==> images/m1.png <==
Scale: 4 px per micron. Supply wires on this layer in gray. Cells faint in the background.
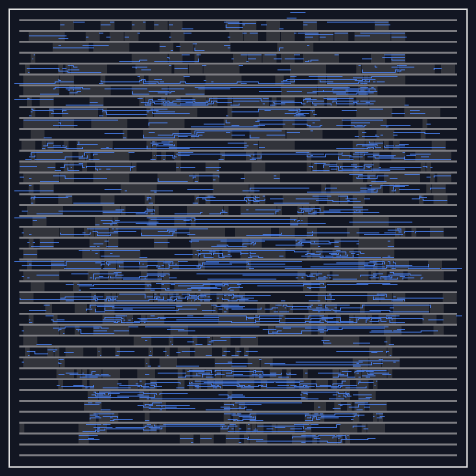
==> images/m2.png <==
Scale: 4 px per micron.
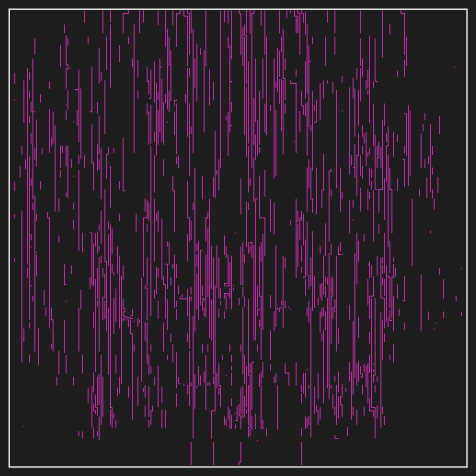
==> images/m3.png <==
Scale: 4 px per micron. Cells faint in the background.
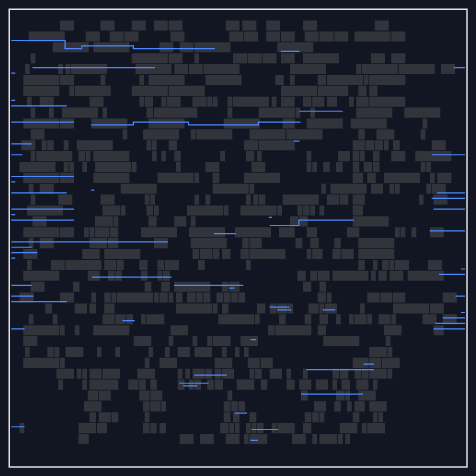
==> images/congestion_map.png <==
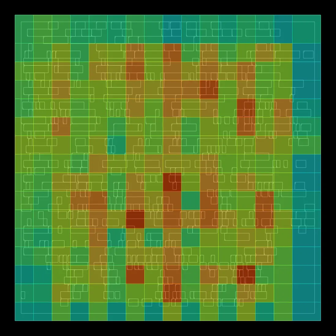
==> images/clock_wires.png <==
Scale: 2 px per micron.
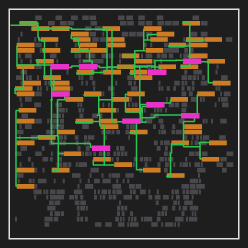
### src/rtl/spu_pkg.sv
// Shared definitions for the SPU controller: widths, opcodes, FSM states,
// datapath select codes and the registered control-word layout.
// The HALT opcode is only honoured when SPU_CTRL_HALT_EN is defined.
package spu_pkg;

   localparam int unsigned PC_W  = 16;
   localparam int unsigned DM_AW = 8;
   localparam int unsigned RF_AW = 4;
   localparam int unsigned IW    = 16;
   localparam int unsigned RF_DW = 8;

   localparam logic [3:0] OP_LOAD  = 4'h0;
   localparam logic [3:0] OP_STORE = 4'h1;
   localparam logic [3:0] OP_ADD   = 4'h2;
   localparam logic [3:0] OP_LOADC = 4'h3;
   localparam logic [3:0] OP_SUB   = 4'h4;
   localparam logic [3:0] OP_JMPZ  = 4'h5;
   localparam logic [3:0] OP_HALT  = 4'hF;

   typedef enum logic [3:0] {
      S_INIT, S_FETCH, S_DECODE, S_LOAD, S_STORE, S_ADD,
      S_LOADC, S_SUB, S_JMPZ, S_JMPZ_JMP, S_HALT
   } state_e;

   typedef enum logic [1:0] {
      RF_SEL_ALU = 2'b00, RF_SEL_DM = 2'b01, RF_SEL_IMM = 2'b10
   } rf_sel_e;

   typedef enum logic [1:0] {
      ALU_PASS = 2'b00, ALU_ADD = 2'b01, ALU_SUB = 2'b10
   } alu_op_e;

   typedef enum logic [1:0] {
      PC_HOLD, PC_CLEAR, PC_INC, PC_LOAD_OFS
   } pc_op_e;

   typedef struct packed {
      logic             im_rd;
      logic [DM_AW-1:0] dm_addr;
      logic             dm_rd;
      logic             dm_wr;
      rf_sel_e          rf_sel;
      logic [RF_AW-1:0] rf_w_addr;
      logic             rf_w_wr;
      logic [RF_AW-1:0] rf_rp_addr;
      logic             rf_rp_rd;
      logic [RF_AW-1:0] rf_rq_addr;
      logic             rf_rq_rd;
      logic [RF_DW-1:0] rf_w_data;
      alu_op_e          alu_op;
      logic             halted;
   } ctrl_t;

   // Control word for a state/IR pair; everything not set stays 0.
   function automatic ctrl_t decode_ctrl(input state_e st, input logic [IW-1:0] ir);
      ctrl_t c;
      c = '0;
      case (st)
         S_FETCH: c.im_rd = 1'b1;
         S_LOAD: begin
            c.dm_rd     = 1'b1;
            c.dm_addr   = ir[7:0];
            c.rf_sel    = RF_SEL_DM;
            c.rf_w_addr = ir[11:8];
            c.rf_w_wr   = 1'b1;
         end
         S_STORE: begin
            c.dm_wr      = 1'b1;
            c.dm_addr    = ir[7:0];
            c.rf_rp_addr = ir[11:8];
            c.rf_rp_rd   = 1'b1;
         end
         S_ADD, S_SUB: begin
            c.rf_rp_addr = ir[7:4];
            c.rf_rp_rd   = 1'b1;
            c.rf_rq_addr = ir[3:0];
            c.rf_rq_rd   = 1'b1;
            c.alu_op     = (st == S_ADD) ? ALU_ADD : ALU_SUB;
            c.rf_sel     = RF_SEL_ALU;
            c.rf_w_addr  = ir[11:8];
            c.rf_w_wr    = 1'b1;
         end
         S_LOADC: begin
            c.rf_sel    = RF_SEL_IMM;
            c.rf_w_data = ir[7:0];
            c.rf_w_addr = ir[11:8];
            c.rf_w_wr   = 1'b1;
         end
         S_JMPZ: begin
            c.rf_rp_addr = ir[11:8];
            c.rf_rp_rd   = 1'b1;
         end
         default: ;
      endcase
      return c;
   endfunction

endpackage

### src/rtl/spu_controller_if.sv
// Controller-side bus: instruction fetch, data memory and datapath controls.
interface spu_controller_if;
   import spu_pkg::*;

   logic [PC_W-1:0]  im_addr;
   logic             im_rd;
   logic [IW-1:0]    im_data;
   logic [DM_AW-1:0] dm_addr;
   logic             dm_rd;
   logic             dm_wr;
   logic             rf_s1;
   logic             rf_s0;
   logic [RF_AW-1:0] rf_w_addr;
   logic             rf_w_wr;
   logic [RF_AW-1:0] rf_rp_addr;
   logic             rf_rp_rd;
   logic [RF_AW-1:0] rf_rq_addr;
   logic             rf_rq_rd;
   logic [RF_DW-1:0] rf_w_data;
   logic             alu_s1;
   logic             alu_s0;
   logic             rf_rp_zero;
   logic             halted;

   modport master (
      output im_addr, im_rd, dm_addr, dm_rd, dm_wr, rf_s1, rf_s0,
             rf_w_addr, rf_w_wr, rf_rp_addr, rf_rp_rd, rf_rq_addr, rf_rq_rd,
             rf_w_data, alu_s1, alu_s0, halted,
      input  im_data, rf_rp_zero
   );

   modport slave (
      input  im_addr, im_rd, dm_addr, dm_rd, dm_wr, rf_s1, rf_s0,
             rf_w_addr, rf_w_wr, rf_rp_addr, rf_rp_rd, rf_rq_addr, rf_rq_rd,
             rf_w_data, alu_s1, alu_s0, halted,
      output im_data, rf_rp_zero
   );

endinterface

### src/rtl/spu_pc.sv
// Program counter: clear, increment, or relative load (PC + sext(ofs) - 1).
module spu_pc
   import spu_pkg::*;
(
   input  logic            clk,
   input  logic            rst_n,
   input  pc_op_e          op_i,
   input  logic [7:0]      ofs_i,
   output logic [PC_W-1:0] pc_o
);

   logic [PC_W-1:0] pc_q, pc_d;

   // The PC already points past the jump, so the relative load backs off by one.
   always_comb begin
      pc_d = pc_q;
      case (op_i)
         PC_CLEAR:    pc_d = '0;
         PC_INC:      pc_d = pc_q + PC_W'(1);
         PC_LOAD_OFS: pc_d = pc_q + {{(PC_W-8){ofs_i[7]}}, ofs_i} - PC_W'(1);
         default:     pc_d = pc_q;
      endcase
   end

   // PC register.
   always_ff @(posedge clk or negedge rst_n) begin
      if (!rst_n) pc_q <= '0;
      else        pc_q <= pc_d;
   end

   assign pc_o = pc_q;

endmodule

### src/rtl/spu_controller.sv
// SPU control unit: fetch/decode/execute Moore FSM with IR and registered
// control outputs. Optional HALT instruction enabled by SPU_CTRL_HALT_EN.
module spu_controller
   import spu_pkg::*;
(
   input  logic clk,
   input  logic rst,
   spu_controller_if.master bus
);

   state_e          state_q, state_d;
   logic [IW-1:0]   ir_q, ir_d;
   ctrl_t           ctl_q, ctl_d;
   pc_op_e          pc_op;
   logic [PC_W-1:0] pc;

   spu_pc u_pc (
      .clk   (clk),
      .rst_n (rst),
      .op_i  (pc_op),
      .ofs_i (ir_q[7:0]),
      .pc_o  (pc)
   );

   // Next state, IR capture, PC operation and the control word for the next state.
   always_comb begin
      state_d = state_q;
      ir_d    = ir_q;
      pc_op   = PC_HOLD;
      case (state_q)
         S_INIT: begin
            pc_op   = PC_CLEAR;
            state_d = S_FETCH;
         end
         S_FETCH: begin
            ir_d    = bus.im_data;
            pc_op   = PC_INC;
            state_d = S_DECODE;
         end
         S_DECODE: begin
            case (ir_q[15:12])
               OP_LOAD:  state_d = S_LOAD;
               OP_STORE: state_d = S_STORE;
               OP_ADD:   state_d = S_ADD;
               OP_LOADC: state_d = S_LOADC;
               OP_SUB:   state_d = S_SUB;
               OP_JMPZ:  state_d = S_JMPZ;
`ifdef SPU_CTRL_HALT_EN
               OP_HALT:  state_d = S_HALT;
`else
               OP_HALT:  state_d = S_FETCH;
`endif
               default:  state_d = S_FETCH;
            endcase
         end
         S_JMPZ:     state_d = bus.rf_rp_zero ? S_JMPZ_JMP : S_FETCH;
         S_JMPZ_JMP: begin
            pc_op   = PC_LOAD_OFS;
            state_d = S_FETCH;
         end
         S_HALT:     state_d = S_HALT;
         default:    state_d = S_FETCH;
      endcase
      ctl_d = decode_ctrl(state_d, ir_d);
`ifdef SPU_CTRL_HALT_EN
      ctl_d.halted = (state_d == S_HALT);
`else
      ctl_d.halted = 1'b0;
`endif
   end

   // State, IR and registered outputs; reset drops every strobe immediately.
   always_ff @(posedge clk or negedge rst) begin
      if (!rst) begin
         state_q <= S_INIT;
         ir_q    <= '0;
         ctl_q   <= '0;
      end else begin
         state_q <= state_d;
         ir_q    <= ir_d;
         ctl_q   <= ctl_d;
      end
   end

   assign bus.im_addr              = pc;
   assign bus.im_rd                = ctl_q.im_rd;
   assign bus.dm_addr              = ctl_q.dm_addr;
   assign bus.dm_rd                = ctl_q.dm_rd;
   assign bus.dm_wr                = ctl_q.dm_wr;
   assign {bus.rf_s1, bus.rf_s0}   = ctl_q.rf_sel;
   assign bus.rf_w_addr            = ctl_q.rf_w_addr;
   assign bus.rf_w_wr              = ctl_q.rf_w_wr;
   assign bus.rf_rp_addr           = ctl_q.rf_rp_addr;
   assign bus.rf_rp_rd             = ctl_q.rf_rp_rd;
   assign bus.rf_rq_addr           = ctl_q.rf_rq_addr;
   assign bus.rf_rq_rd             = ctl_q.rf_rq_rd;
   assign bus.rf_w_data            = ctl_q.rf_w_data;
   assign {bus.alu_s1, bus.alu_s0} = ctl_q.alu_op;
   assign bus.halted               = ctl_q.halted;

endmodule

### src/flat_wrapper.sv
// flat-port wrapper written by rule: the top's interface ports become plain ports
module spu_controller_flat import spu_pkg::*;
  (clk, rst, bus_im_addr, bus_im_rd, bus_dm_addr, bus_dm_rd, bus_dm_wr, bus_rf_s1, bus_rf_s0, bus_rf_w_addr, bus_rf_w_wr, bus_rf_rp_addr, bus_rf_rp_rd, bus_rf_rq_addr, bus_rf_rq_rd, bus_rf_w_data, bus_alu_s1, bus_alu_s0, bus_halted, bus_im_data, bus_rf_rp_zero);
  spu_controller_if bus_i ();
  input  logic clk;
  input  logic rst;
  output wire logic [$bits(bus_i.im_addr)-1:0] bus_im_addr;
  output wire logic [$bits(bus_i.im_rd)-1:0] bus_im_rd;
  output wire logic [$bits(bus_i.dm_addr)-1:0] bus_dm_addr;
  output wire logic [$bits(bus_i.dm_rd)-1:0] bus_dm_rd;
  output wire logic [$bits(bus_i.dm_wr)-1:0] bus_dm_wr;
  output wire logic [$bits(bus_i.rf_s1)-1:0] bus_rf_s1;
  output wire logic [$bits(bus_i.rf_s0)-1:0] bus_rf_s0;
  output wire logic [$bits(bus_i.rf_w_addr)-1:0] bus_rf_w_addr;
  output wire logic [$bits(bus_i.rf_w_wr)-1:0] bus_rf_w_wr;
  output wire logic [$bits(bus_i.rf_rp_addr)-1:0] bus_rf_rp_addr;
  output wire logic [$bits(bus_i.rf_rp_rd)-1:0] bus_rf_rp_rd;
  output wire logic [$bits(bus_i.rf_rq_addr)-1:0] bus_rf_rq_addr;
  output wire logic [$bits(bus_i.rf_rq_rd)-1:0] bus_rf_rq_rd;
  output wire logic [$bits(bus_i.rf_w_data)-1:0] bus_rf_w_data;
  output wire logic [$bits(bus_i.alu_s1)-1:0] bus_alu_s1;
  output wire logic [$bits(bus_i.alu_s0)-1:0] bus_alu_s0;
  output wire logic [$bits(bus_i.halted)-1:0] bus_halted;
  input wire logic [$bits(bus_i.im_data)-1:0] bus_im_data;
  input wire logic [$bits(bus_i.rf_rp_zero)-1:0] bus_rf_rp_zero;
  assign bus_im_addr = bus_i.im_addr;
  assign bus_im_rd = bus_i.im_rd;
  assign bus_dm_addr = bus_i.dm_addr;
  assign bus_dm_rd = bus_i.dm_rd;
  assign bus_dm_wr = bus_i.dm_wr;
  assign bus_rf_s1 = bus_i.rf_s1;
  assign bus_rf_s0 = bus_i.rf_s0;
  assign bus_rf_w_addr = bus_i.rf_w_addr;
  assign bus_rf_w_wr = bus_i.rf_w_wr;
  assign bus_rf_rp_addr = bus_i.rf_rp_addr;
  assign bus_rf_rp_rd = bus_i.rf_rp_rd;
  assign bus_rf_rq_addr = bus_i.rf_rq_addr;
  assign bus_rf_rq_rd = bus_i.rf_rq_rd;
  assign bus_rf_w_data = bus_i.rf_w_data;
  assign bus_alu_s1 = bus_i.alu_s1;
  assign bus_alu_s0 = bus_i.alu_s0;
  assign bus_halted = bus_i.halted;
  assign bus_i.im_data = bus_im_data;
  assign bus_i.rf_rp_zero = bus_rf_rp_zero;
  spu_controller u_core (.clk(clk), .rst(rst), .bus(bus_i));
endmodule
### config.mk
export PLATFORM = sky130hd
export DESIGN_NAME = spu_controller_flat
export DESIGN_NICKNAME = d
export VERILOG_FILES = /design/src/rtl/spu_pkg.sv /design/src/rtl/spu_controller_if.sv /design/src/rtl/spu_pc.sv /design/src/rtl/spu_controller.sv /design/src/flat_wrapper.sv
export SDC_FILE = /design/constraint.sdc
export NUM_CORES = 1
export LEC_CHECK = 0
export CAP_MARGIN = 20
export CELL_PAD_IN_SITES_DETAIL_PLACEMENT = 0
export CELL_PAD_IN_SITES_GLOBAL_PLACEMENT = 2
export CORE_MARGIN = 2
export CORE_UTILIZATION = 34
export DETAILED_ROUTE_END_ITERATION = 12
export PLACE_DENSITY_LB_ADDON = 0.1
export SYNTH_ARGS = -nofsm -noshare
export SYNTH_HDL_FRONTEND = slang
export SYNTH_SLANG_ARGS = --single-unit
### constraint.sdc
create_clock -name clk -period 7 [get_ports clk]
set_input_delay 2.1 -clock clk [delete_from_list [all_inputs] [get_ports clk]]
set_output_delay 2.1 -clock clk [all_outputs]
set_load 0.02 [all_outputs]
==> impl_metrics.toml <==
# yosys + openroad results
[run]
warnings = 26
cap_violations = 0

[layout]
synthToLayoutAreaGrowth_pct = 27.68
final_core_util_pct = 44.14
final_net_count = 578
insertedDiodeCount = 0
layout.cells.most_common = "sky130_fd_sc_hd__dfrtp_1"
post_layout_nonfiller_instances = 680
final_cell_mix = "sky130_fd_sc_hd__dfrtp_1, sky130_fd_sc_hd__inv_1, sky130_fd_sc_hd__clkdlybuf4s50_1"
design_area_sq_um = 5258
drive_gt1_share_pct = 4.878

[clock_tree]
cts.repair.resized = 0
tritoncts = "built"
cts.reportedPaths.clkPinSlew_ns = 0.06
cts-buffers-inserted = 9
cts_max_path_buffers = 2
cts_hold_buf = 0

[drt]
avgViaCountPerCell = 5.063
router_iterations_before_antenna_repair = 5
vias = 3443
route.detailed.drc = 0

[setup_path]
setup.worst_path.class = "reg2out"
ff2ff_setup_slack_ns = 4.01
crit_path_max_fanout = 10
worst_path_dominant_cell_family = "buffers and inverters"
r2r.worst_path.cells = 11
startpoint = "u_core.u_pc.pc_o[10]$_DFFE_PN0P_"
setup.worst_path.end = "bus_im_addr[10]"
cp_cell_sequence = "clkdlybuf4s50_1"
reg2reg_to = "u_core.u_pc.pc_o[13]$_DFFE_PN0P_"
timing.critical_path.to_type = "primary output"
worst-endpoint-arrival_ns = 1.52
worstPathBufferInverterCount = 1
crit_path_max_incr_delay_ns = 0.67
rr_startpoint = "u_core.u_pc.pc_o[1]$_DFFE_PN0P_"
crit_cells = 1
start_kind = "flop"

[yosys]
ys_top_cells_by_area = "sky130_fd_sc_hd__dfrtp_1, sky130_fd_sc_hd__ha_1, sky130_fd_sc_hd__inv_1"
ys_seq_share_pct = 44.97
ff_type = "sky130_fd_sc_hd__dfrtp_1"
simple_gate_area_share_pct = 15.53
synth-edff-count = 0
syn-mean-instance-area_sq_um = 8.932
yosys.area.top_type = "sky130_fd_sc_hd__dfrtp_1"
most_frequently_used_cell_type_in_the_post_synthesis_netlist = "sky130_fd_sc_hd__dfrtp_1"
synth_compound_gate_area_share_pct = 16.50
syn-instance-count = 461
mappedNetlistNets = 511
synth.yosys.num_cells = 461
chip_area_from_the_yosys_synthesis_statistics_sq_um = 4118
synth-async-reset-ratio_pct = 100.0
netlist.area_leader.share_pct = 44.97

[power_and_ir_drop]
power.total_mw = 2.936
power.switching_mw = 1.382
top_power_group = "combinational cells"
power_leakage_nw = 2.450
peak_ir_drop_on_the_vdd_network_uv = 230.6
switching_share_pct = 47.06
seq_cell_power_uw = 664

[grt]
initial_antenna_violation_count = 0
globalRoute.totalOverflow = 0
grt_start_max_net_pins = 75

[sta]
setup_viol = 0
grt_setup_unrepaired = "no"
layout_worst_path_cycle_share_pct = 51.68
post-route-min-period_ns = 3.617
layout_setup_ws_ns = 3.383
max_slew_margin_pct = 32.54
totalNegativeSetupSlack_ns = 0
slew_violations = 0
holdWs_ns = 0.5171
peak_freq_ghz = 0.2764

[floorplan]
fp.dieW_microns = 114.1
die-area_sq_um = 13010
fp-utilization_pct = 34.57
fp.dieH_microns = 114.1
floorplan.core_area_sq_um = 11910
floorplan.rows = 40

[placed_design]
placement.cell_area_sq_um = 4949
gp_congestion = 0.8118
placed_cells_incl_taps = 664

[hold_path]
timing.hold.worst.class = "reg2reg"
hold_path_end = "u_core.ir_q[9]$_DFF_PN0_"
min_delay_path_depth = 2

[run_status]
run_status = "finished clean"
-- m1.png (at the start) --
main direction: horizontal
share of all routed wire: 46%
longest straight run: 47.4 microns
nets with wire on the layer: 535
wire length on this layer: 5090 microns

-- m2.png (at the start) --
longest straight run: 49.0 microns
main direction: vertical
nets with wire on the layer: 480
wire length on this layer: 5300 microns

-- m3.png (at the start) --
main direction: horizontal
nets with wire on the layer: 53
share of all routed wire: 4.9%

-- congestion_map.png (at the start) --
most crowded layer after global routing: met2
global-route met2 utilization: 29.37%
routed length per instance: 16.29 microns
total routing resource utilization after global routing: 18.14%
global routing met3 resource utilization: 4.711%

-- clock_wires.png (at the start) --
[magenta] clock-net drivers | count: 9
[green] clock wires | length: 998 microns
[orange] flip-flops | count: 74
routed clock nets: 10

==> per-layer routing <==
layer / GRT usage [%] / share of wire (%) / vias to the layer above
met5: 0 / 0 / -
met4: 4.797 / 1.3 / 0
met3: 4.711 / 4.9 / 10
met2: 29.37 / 48 / 82
met1: 24.25 / 46 / 1661
li1: - / - / 1690
==> cell type report <==
class | instances | area [sq um]
Multi-Input combinational cell | 298 | 1917
Clock buffer | 9 | 225.2
Inverter | 72 | 270.3
Fill cell | 1220 | 6654
Tap cell | 147 | 183.9
Clock inverter | 7 | 83.83
Timing Repair Buffer | 73 | 725.7
Sequential cell | 74 | 1852
